**Run 1: metal 1**

The bar under the picture is 20 um long.
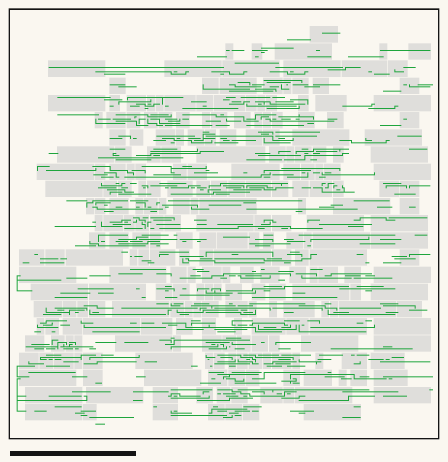
**Run 1: metal 2**

The bar under the picture is 20 um long.
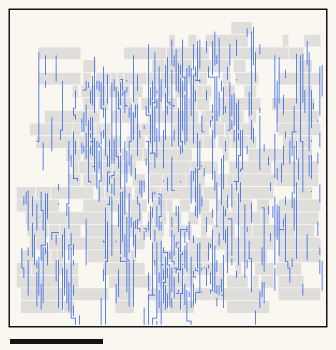
**Run 1: signal wires on met3**

The bar under the picture is 20 um long.
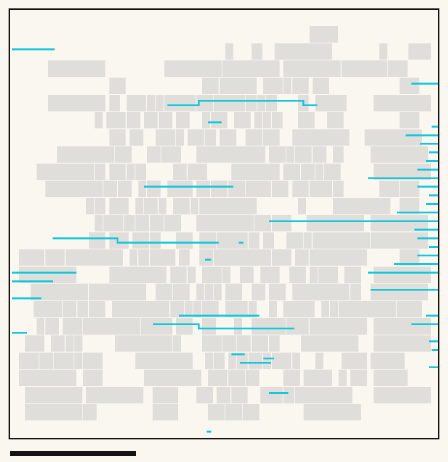
### src/rtl/frame_scheduler_if.sv
// ----------------------------------------------------------------------------
// frame_scheduler_if
//   Bundles the control, handshake and result signals of frame_scheduler.
//   The scheduler connects through the master modport; the pipeline/host
//   side (colour processor, centroid calculator, result consumer) uses slave.
//
//   Signals (direction as seen by the master):
//     enable           in   run the scan continuously
//     filter_mask      in   filters to scan, [2]=R [1]=G [0]=B
//     frame_start      in   1-cycle frame boundary pulse
//     centroid_valid   in   1-cycle pulse, centroid_in valid
//     centroid_in      in   centroid column of the just-finished frame
//     src_sel          out  selected image source
//     rgbfilter        out  one-hot filter to the colour processor
//     busy             out  scheduler not idle
//     result_valid     out  1-cycle pulse, result_* valid
//     result_src       out  source of the result
//     result_filter    out  one-hot filter of the result
//     result_centroid  out  centroid, all ones on timeout
//     result_timeout   out  result produced by the watchdog
//     round_cnt        out  completed full rounds (wraps)
// ----------------------------------------------------------------------------
interface frame_scheduler_if #(
    parameter int SRC_W  = 1,
    parameter int CENT_W = 7
);
    logic              enable;
    logic [2:0]        filter_mask;
    logic              frame_start;
    logic              centroid_valid;
    logic [CENT_W-1:0] centroid_in;

    logic [SRC_W-1:0]  src_sel;
    logic [2:0]        rgbfilter;
    logic              busy;
    logic              result_valid;
    logic [SRC_W-1:0]  result_src;
    logic [2:0]        result_filter;
    logic [CENT_W-1:0] result_centroid;
    logic              result_timeout;
    logic [7:0]        round_cnt;

    modport master (
        input  enable, filter_mask, frame_start, centroid_valid, centroid_in,
        output src_sel, rgbfilter, busy, result_valid, result_src,
               result_filter, result_centroid, result_timeout, round_cnt
    );

    modport slave (
        output enable, filter_mask, frame_start, centroid_valid, centroid_in,
        input  src_sel, rgbfilter, busy, result_valid, result_src,
               result_filter, result_centroid, result_timeout, round_cnt
    );
endinterface

### src/rtl/frame_scheduler.sv
// ----------------------------------------------------------------------------
// frame_scheduler
//   Steps the colour-centroid pipeline through every (source, filter) pair.
//   For each pair it drives src_sel/rgbfilter, waits for the next frame
//   boundary so the pipeline is clean under the new configuration, then
//   captures the first centroid that follows and reports it tagged with its
//   source and filter. A per-slot watchdog guarantees forward progress when
//   the pipeline never delivers a centroid.
//
//   Ports:
//     clk   in  clock, rising edge
//     rst   in  asynchronous active-high reset
//     bus   master side of frame_scheduler_if (controls, handshake, results)
//
//   Scan order per round: src 0..NUM_SRC-1, and within each source
//   R(100) -> G(010) -> B(001), skipping filters whose mask bit is clear.
//   The filter mask is sampled only when a round starts.
// ----------------------------------------------------------------------------
module frame_scheduler #(
    parameter int NUM_SRC = 2,
    parameter int SRC_W   = 1,
    parameter int CENT_W  = 7,
    parameter int TO_W    = 16,
    parameter int TIMEOUT = 20000
) (
    input  logic              clk,
    input  logic              rst,
    frame_scheduler_if.master bus
);

    localparam logic [SRC_W-1:0]  SRC_LAST      = SRC_W'(NUM_SRC - 1);
    localparam logic [TO_W-1:0]   WD_LIMIT      = TO_W'(TIMEOUT - 1);
    localparam logic [CENT_W-1:0] CENT_ALL_ONES = {CENT_W{1'b1}};

    typedef enum logic [2:0] {
        ST_IDLE    = 3'd0,
        ST_ARM     = 3'd1,
        ST_RUN     = 3'd2,
        ST_CAPTURE = 3'd3,
        ST_NEXT    = 3'd4
    } state_t;

    // Highest-priority set bit in R,G,B order; 000 when the mask is empty.
    function automatic logic [2:0] first_filter(input logic [2:0] mask);
        logic [2:0] res;
        if (mask[2]) begin
            res = 3'b100;
        end else if (mask[1]) begin
            res = 3'b010;
        end else if (mask[0]) begin
            res = 3'b001;
        end else begin
            res = 3'b000;
        end
        return res;
    endfunction

    // Next enabled filter strictly after cur (one-hot) in R,G,B order.
    // cur - 1 turns a one-hot value into a mask of all later filters.
    function automatic logic [2:0] filter_after(input logic [2:0] mask,
                                                input logic [2:0] cur);
        return first_filter(mask & (cur - 3'd1));
    endfunction

    state_t            state_q;
    logic [2:0]        mask_q;
    logic [TO_W-1:0]   wd_q;
    logic [SRC_W-1:0]  src_sel_q;
    logic [2:0]        rgbfilter_q;
    logic              busy_q;
    logic              result_valid_q;
    logic [SRC_W-1:0]  result_src_q;
    logic [2:0]        result_filter_q;
    logic [CENT_W-1:0] result_centroid_q;
    logic              result_timeout_q;
    logic [7:0]        round_cnt_q;

    logic [2:0]        start_filter_s;
    logic [2:0]        after_cur_s;
    logic [2:0]        adv_filter_s;
    logic [SRC_W-1:0]  adv_src_s;
    logic              round_end_s;
    logic              wd_expired_s;

    // Next-configuration lookahead used by IDLE (round start) and NEXT.
    always_comb begin
        start_filter_s = first_filter(bus.filter_mask);
        after_cur_s    = filter_after(mask_q, rgbfilter_q);
        wd_expired_s   = (wd_q == WD_LIMIT);
        adv_filter_s   = after_cur_s;
        adv_src_s      = src_sel_q;
        round_end_s    = 1'b0;
        if (after_cur_s != 3'b000) begin
            // Another filter remains for this source.
            adv_filter_s = after_cur_s;
            adv_src_s    = src_sel_q;
            round_end_s  = 1'b0;
        end else if (src_sel_q != SRC_LAST) begin
            // Filters exhausted: move to the next source, restart filters.
            adv_filter_s = first_filter(mask_q);
            adv_src_s    = src_sel_q + SRC_W'(1);
            round_end_s  = 1'b0;
        end else begin
            // Last source done: new round with a freshly sampled mask.
            adv_filter_s = start_filter_s;
            adv_src_s    = '0;
            round_end_s  = 1'b1;
        end
    end

    // Scan FSM with all outputs registered.
    always_ff @(posedge clk or posedge rst) begin
        if (rst) begin
            state_q           <= ST_IDLE;
            mask_q            <= 3'b000;
            wd_q              <= '0;
            src_sel_q         <= '0;
            rgbfilter_q       <= 3'b000;
            busy_q            <= 1'b0;
            result_valid_q    <= 1'b0;
            result_src_q      <= '0;
            result_filter_q   <= 3'b000;
            result_centroid_q <= '0;
            result_timeout_q  <= 1'b0;
            round_cnt_q       <= 8'd0;
        end else begin
            result_valid_q <= 1'b0;
            case (state_q)
                ST_IDLE: begin
                    if (bus.enable && (bus.filter_mask != 3'b000)) begin
                        mask_q      <= bus.filter_mask;
                        src_sel_q   <= '0;
                        rgbfilter_q <= start_filter_s;
                        wd_q        <= '0;
                        busy_q      <= 1'b1;
                        state_q     <= ST_ARM;
                    end else begin
                        rgbfilter_q <= 3'b000;
                        busy_q      <= 1'b0;
                        state_q     <= ST_IDLE;
                    end
                end

                // Waiting for a frame boundary; any centroid now belongs to
                // the previous configuration and is dropped.
                ST_ARM: begin
                    if (wd_expired_s) begin
                        result_valid_q    <= 1'b1;
                        result_src_q      <= src_sel_q;
                        result_filter_q   <= rgbfilter_q;
                        result_centroid_q <= CENT_ALL_ONES;
                        result_timeout_q  <= 1'b1;
                        state_q           <= ST_CAPTURE;
                    end else if (bus.frame_start) begin
                        wd_q    <= '0;
                        state_q <= ST_RUN;
                    end else begin
                        wd_q    <= wd_q + TO_W'(1);
                        state_q <= ST_ARM;
                    end
                end

                // Clean frame in flight; the first centroid is ours. Further
                // frame boundaries are ignored.
                ST_RUN: begin
                    if (bus.centroid_valid) begin
                        result_valid_q    <= 1'b1;
                        result_src_q      <= src_sel_q;
                        result_filter_q   <= rgbfilter_q;
                        result_centroid_q <= bus.centroid_in;
                        result_timeout_q  <= 1'b0;
                        state_q           <= ST_CAPTURE;
                    end else if (wd_expired_s) begin
                        result_valid_q    <= 1'b1;
                        result_src_q      <= src_sel_q;
                        result_filter_q   <= rgbfilter_q;
                        result_centroid_q <= CENT_ALL_ONES;
                        result_timeout_q  <= 1'b1;
                        state_q           <= ST_CAPTURE;
                    end else begin
                        wd_q    <= wd_q + TO_W'(1);
                        state_q <= ST_RUN;
                    end
                end

                // result_valid is high for exactly this cycle.
                ST_CAPTURE: begin
                    wd_q    <= '0;
                    state_q <= ST_NEXT;
                end

                ST_NEXT: begin
                    if (round_end_s) begin
                        round_cnt_q <= round_cnt_q + 8'd1;
                        mask_q      <= bus.filter_mask;
                    end else begin
                        mask_q      <= mask_q;
                    end
                    wd_q <= '0;
                    if (!bus.enable) begin
                        // Source is left where it was; filter parked.
                        rgbfilter_q <= 3'b000;
                        busy_q      <= 1'b0;
                        state_q     <= ST_IDLE;
                    end else if (adv_filter_s == 3'b000) begin
                        // New round sampled an empty mask.
                        src_sel_q   <= adv_src_s;
                        rgbfilter_q <= 3'b000;
                        busy_q      <= 1'b0;
                        state_q     <= ST_IDLE;
                    end else begin
                        src_sel_q   <= adv_src_s;
                        rgbfilter_q <= adv_filter_s;
                        busy_q      <= 1'b1;
                        state_q     <= ST_ARM;
                    end
                end

                default: begin
                    rgbfilter_q <= 3'b000;
                    busy_q      <= 1'b0;
                    wd_q        <= '0;
                    state_q     <= ST_IDLE;
                end
            endcase
        end
    end

    assign bus.src_sel         = src_sel_q;
    assign bus.rgbfilter       = rgbfilter_q;
    assign bus.busy            = busy_q;
    assign bus.result_valid    = result_valid_q;
    assign bus.result_src      = result_src_q;
    assign bus.result_filter   = result_filter_q;
    assign bus.result_centroid = result_centroid_q;
    assign bus.result_timeout  = result_timeout_q;
    assign bus.round_cnt       = round_cnt_q;

endmodule

### src/flat_wrapper.sv
// flat-port wrapper written by rule: the top's interface ports become plain ports
module frame_scheduler_flat 
#(
    parameter int NUM_SRC = 2,
    parameter int SRC_W   = 1,
    parameter int CENT_W  = 7,
    parameter int TO_W    = 16,
    parameter int TIMEOUT = 20000
)
  (clk, rst, bus_enable, bus_filter_mask, bus_frame_start, bus_centroid_valid, bus_centroid_in, bus_src_sel, bus_rgbfilter, bus_busy, bus_result_valid, bus_result_src, bus_result_filter, bus_result_centroid, bus_result_timeout, bus_round_cnt);
  frame_scheduler_if #(.SRC_W(SRC_W), .CENT_W(CENT_W)) bus_i ();
  input  logic clk;
  input  logic rst;
  input wire logic [$bits(bus_i.enable)-1:0] bus_enable;
  input wire logic [$bits(bus_i.filter_mask)-1:0] bus_filter_mask;
  input wire logic [$bits(bus_i.frame_start)-1:0] bus_frame_start;
  input wire logic [$bits(bus_i.centroid_valid)-1:0] bus_centroid_valid;
  input wire logic [$bits(bus_i.centroid_in)-1:0] bus_centroid_in;
  output wire logic [$bits(bus_i.src_sel)-1:0] bus_src_sel;
  output wire logic [$bits(bus_i.rgbfilter)-1:0] bus_rgbfilter;
  output wire logic [$bits(bus_i.busy)-1:0] bus_busy;
  output wire logic [$bits(bus_i.result_valid)-1:0] bus_result_valid;
  output wire logic [$bits(bus_i.result_src)-1:0] bus_result_src;
  output wire logic [$bits(bus_i.result_filter)-1:0] bus_result_filter;
  output wire logic [$bits(bus_i.result_centroid)-1:0] bus_result_centroid;
  output wire logic [$bits(bus_i.result_timeout)-1:0] bus_result_timeout;
  output wire logic [$bits(bus_i.round_cnt)-1:0] bus_round_cnt;
  assign bus_i.enable = bus_enable;
  assign bus_i.filter_mask = bus_filter_mask;
  assign bus_i.frame_start = bus_frame_start;
  assign bus_i.centroid_valid = bus_centroid_valid;
  assign bus_i.centroid_in = bus_centroid_in;
  assign bus_src_sel = bus_i.src_sel;
  assign bus_rgbfilter = bus_i.rgbfilter;
  assign bus_busy = bus_i.busy;
  assign bus_result_valid = bus_i.result_valid;
  assign bus_result_src = bus_i.result_src;
  assign bus_result_filter = bus_i.result_filter;
  assign bus_result_centroid = bus_i.result_centroid;
  assign bus_result_timeout = bus_i.result_timeout;
  assign bus_round_cnt = bus_i.round_cnt;
  frame_scheduler #(.NUM_SRC(NUM_SRC), .SRC_W(SRC_W), .CENT_W(CENT_W), .TO_W(TO_W), .TIMEOUT(TIMEOUT)) u_core (.clk(clk), .rst(rst), .bus(bus_i));
endmodule
### config.mk
export PLATFORM = sky130hd
export DESIGN_NAME = frame_scheduler_flat
export DESIGN_NICKNAME = d
export VERILOG_FILES = /design/src/rtl/frame_scheduler_if.sv /design/src/rtl/frame_scheduler.sv /design/src/flat_wrapper.sv
export SDC_FILE = /design/constraint.sdc
export NUM_CORES = 1
export LEC_CHECK = 0
export ABC_AREA = 0
export CORE_UTILIZATION = 56
export CTS_CLUSTER_DIAMETER = 100
export DETAILED_ROUTE_END_ITERATION = 12
export DONT_BUFFER_PORTS = 1
export PLACE_DENSITY = 0.81
export SYNTH_ARGS = -nofsm -noshare
export SYNTH_HDL_FRONTEND = slang
export SYNTH_SLANG_ARGS = --single-unit
### constraint.sdc
create_clock -name clk -period 2.1 [get_ports clk]
set_input_delay 0.315 -clock clk [delete_from_list [all_inputs] [get_ports clk]]
set_output_delay 0.315 -clock clk [all_outputs]
set_load 0.005 [all_outputs]
==> run notes, run 1 <==
Figures from the implementation reports.

- The endpoint of the most critical register-to-register path reads u_core.state_q[0]$_DFF_PP0_.
- The number of violations of the max-capacitance limit reads 0.
- The layout overhead on the synthesized area is 15.9%.
- The startpoint of the lowest-slack register-to-register path reads u_core.bus.rgbfilter[1]$_DFFE_PP0N_.
- The first TritonRoute pass finished after 4 iterations.
- The class of the most critical hold timing path reads in2reg.
- The largest clock skew in the final design is 0.00506 ns.
- The layout clock buffer count reads 6.
- Per the detail_route report, vias per standard cell equal 6.08.
- The commonest register cell after synthesis is sky130_fd_sc_hd__dfrtp_1.
- Among logic cells in the layout, the one with the most instances is sky130_fd_sc_hd__dfrtp_1.
- On the final layout, the worst hold slack is 0.159 ns.
- The flow ran to the end, and the final reports show no timing, DRC or antenna violations.
- By instance count, the leading cell after synthesis is sky130_fd_sc_hd__dfrtp_1.
- The inserted tap cell count is 50.
- The total number of warnings across the stage logs reads 27.
- The number of antenna violations at the first check in global routing is 0.
- Hold analysis lists the worst path endpoint as u_core.bus.result_centroid[5]$_DFFE_PP0P_.
- The critical path's top delay family is AND-OR/OR-AND gates.
- The detailed router reports a met2 wire length of 2290 um.
- The number of buffers and inverters on the critical path is 1.
- Routing resource usage on met1 recorded by global route was 31.3%.
- The floorplan net count is 251.
- Per the cell usage report, the commonest logic cells after layout are 48 x sky130_fd_sc_hd__dfrtp_1, 27 x sky130_fd_sc_hd__buf_4, 24 x sky130_fd_sc_hd__nor2_1.
- Looking at the setup timing report, the critical path kind is reg2reg.
- The number of flip-flops in the largest register reads 16.
- Per the summary, power density relative to cell area is 1070 nW/um^2.
- Leaving out buffers and inverters, the combinational logic in the layout accounts for 1160 um^2.
- Counting flops with a built-in enable in the synthesized netlist gives 0.
- The final-report max-slew violation count is 0.
- The critical path endpoint category is a flip-flop.
- The multi-input gate count is 166.
- The simple-gate share of the synthesized area reads 20.5%.
- The share of the core area taken by cells at floorplan is 59.3%.
- The headroom to the max-slew limit is 62.0%.
- The depth of the most critical reg-to-reg path is 7.
- The number of distinct standard cells referenced by the synthesized netlist is 53.
- The share of cell area taken by flip-flops and latches is 42.8%.
Back to the opening pictures, 'metal 1':
- main direction: horizontal
- nets with wire on the layer: 257
- share of all routed wire: 46%
- longest straight run: 27.6 um

Back to the opening pictures, 'metal 2':
- nets with wire on the layer: 241
- wire length on this layer: 2290 um
- main direction: vertical
met2 demand-to-capacity share in global routing: 40.1%
Total Wirelength: 4880 um
Via Count: 1896

Back to the opening pictures, 'signal wires on met3':
- longest straight run: 26.5 um
- main direction: horizontal
- wire length on this layer: 257 um
met3 usage in global routing: 6.42%

run 1: stage by stage:
stage                     cells  utilization (%)  total power, W  cell area, um^2
after CTS                   312             67.9         0.00299             2780
after detailed placement    303             65.0         0.00235             2660
after floorplan             233                -         0.00200             2420
final                       312             68.7         0.00300             2810
after global routing        312             68.7         0.00322             2810
after global placement      303             65.0         0.00231             2660
run 1: timing repair:
| action | 4_1_cts | 5_1_grt |
|---|---|---|
| setup endpoints to repair | 1 | 27 |
| resized | 1 | 6 |
| setup buffers | 0 | 0 |
| pin swaps | 0 | 3 |
| hold buffers | 1 | 0 |
| endpoints found under the hold margin | 48 | 0 |
run 1: power breakdown:
part	internal (W)	switching [W]
Sequential	0.00113	0.000187
Clock	0.000353	0.000288
Combinational	0.000486	0.000558
==> run 2: changes to the inputs <==
CTS_CLUSTER_SIZE = 28   (was default)
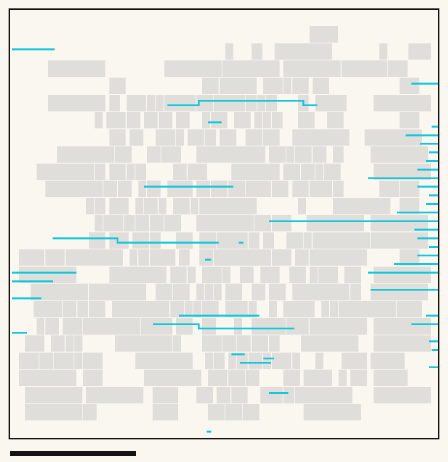
**Above:** run 2 (signal wires on met3).
The bar under the picture is 20 um long.

==> run 2 against run 1 <==
Sequential power is essentially flat. Worst hold slack is the same. First-iteration DRC count is the same. Critical path depth is the same. Wire length is the same. Synthesized cell count is the same. Count of clock-buffer cells in the layout is the same.
==> run notes, run 2 <==
Figures from the implementation reports.

- Run status: complete, no violations (unchanged).
- The number of antenna violations at the first check in global routing came to 0 (unchanged).
- The heaviest power group is sequential cells (unchanged).
- The post-route standard cell area excluding fillers is 2810 um^2 (unchanged).
- The post-CTS setup buffer count reads 0 (unchanged).
- The clock network fraction of design power came to 21.4% (about the same).
- The commonest register cell after synthesis reads sky130_fd_sc_hd__dfrtp_1 (unchanged).
- The final-report max-slew violation count is 0 (unchanged).
- The class of the most critical hold timing path is in2reg (unchanged).
- The number of resized instances in the post-cts repair step is 1 (unchanged).
- The fraction of power consumed by sequential logic is 43.8% (about the same).
- The switching component of the power is 0.00103 W (unchanged).
- The worst hold path endpoint is u_core.bus.result_centroid[5]$_DFFE_PP0P_ (unchanged).
- Most frequently placed logic cells in the final layout: 48 x sky130_fd_sc_hd__dfrtp_1, 27 x sky130_fd_sc_hd__buf_4, 24 x sky130_fd_sc_hd__nor2_1 (unchanged).
- The endpoint of the most critical register-to-register path reads u_core.state_q[0]$_DFF_PP0_ (unchanged).
- The post-detailed-routing wire length is 4880 um (unchanged).
- The switching portion of total power reads 34.4% (unchanged).
- The share of cell area taken by flip-flops and latches is 42.8% (unchanged).
- The power drawn by the combinational cells was 0.00104 W (about the same).
- The number of buffers and inverters on the critical path came to 1 (unchanged).
- The multi-input gate count was 166 (unchanged).
- The simple-gate share of the synthesized area is 20.5% (unchanged).
- The fraction of the core area occupied by cells at floorplan is 59.3% (unchanged).
- The critical path's top delay family reads AND-OR/OR-AND gates (unchanged).
- The final hold slack reads 0.159 ns (unchanged).
- The vias after detailed routing is 1896 (unchanged).
- The critical path endpoint category is a flip-flop (unchanged).
- The headroom to the max-slew limit is 62.0% (unchanged).
- The layout overhead on the synthesized area reads 15.9% (unchanged).
- The number of flip-flops in the largest register was 16 (unchanged).
- The startpoint of the lowest-slack register-to-register path reads u_core.bus.rgbfilter[1]$_DFFE_PP0N_ (unchanged).
- The most instantiated logic cell after routing reads sky130_fd_sc_hd__dfrtp_1 (unchanged).
- The final cell count without fillers came to 312 (unchanged).
- The number of hold buffers added after CTS was 1 (unchanged).
- The largest clock skew in the final design is 0.00506 ns (unchanged).
- The number of violations of the max-capacitance limit came to 0 (unchanged).
- The most repeated cell in the gate-level netlist after synthesis is sky130_fd_sc_hd__dfrtp_1 (unchanged).
- The number of iterations in the first detailed-routing pass is 4 (unchanged).
- The internal power summed over all cells is 0.00197 W (unchanged).
- The placed instance count was 303 (unchanged).
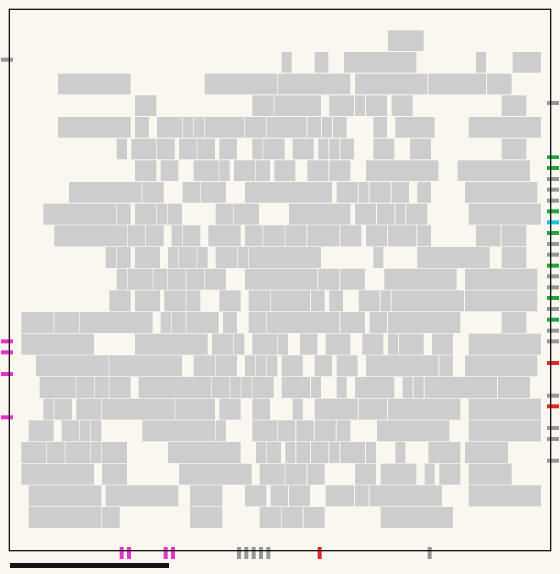
**Above:** run 2 (pin placement).
The bar under the picture is 20 um long. Pins as bars across the die edge, other pins in grey.
- magenta: `bus_round_cnt` (pins 8; direction output; edge 4 left, 4 bottom)
- green: `bus_centroid_in` (pins 7; direction input; edge right)
- red: `bus_rgbfilter` (pins 3; direction output; edge 2 right, 1 bottom)
- cyan: `bus_result_timeout` (pins 1; direction output; edge right)
tally of buffers added on design ports: 0
width of the chip: 67.8 um

-- run 2: cell counts after synthesis --
No cell type changed its count.
-- run 2: stage by stage --
step,setup slack (ns),utilization (%),TNS [ns]
after floorplan,0.0114,-,0
after global placement,-0.0100,65.0,-0.0100
after detailed placement,-0.0549,65.0,-0.0549
after CTS,0.0162,67.9,0
after global routing,-0.0331,68.7,-0.0928
final,0.0677,68.7,0
-- run 2: per-layer routing --
metal | share of wire [%] | track usage (%)
met3 | 5.3 | 6.42
met1 | 46 | 31.3
met5 | 0 | 0
met4 | 1.9 | 8.33
met2 | 47 | 40.1
No activity file was given, so power comes from the tool's default toggle rates.
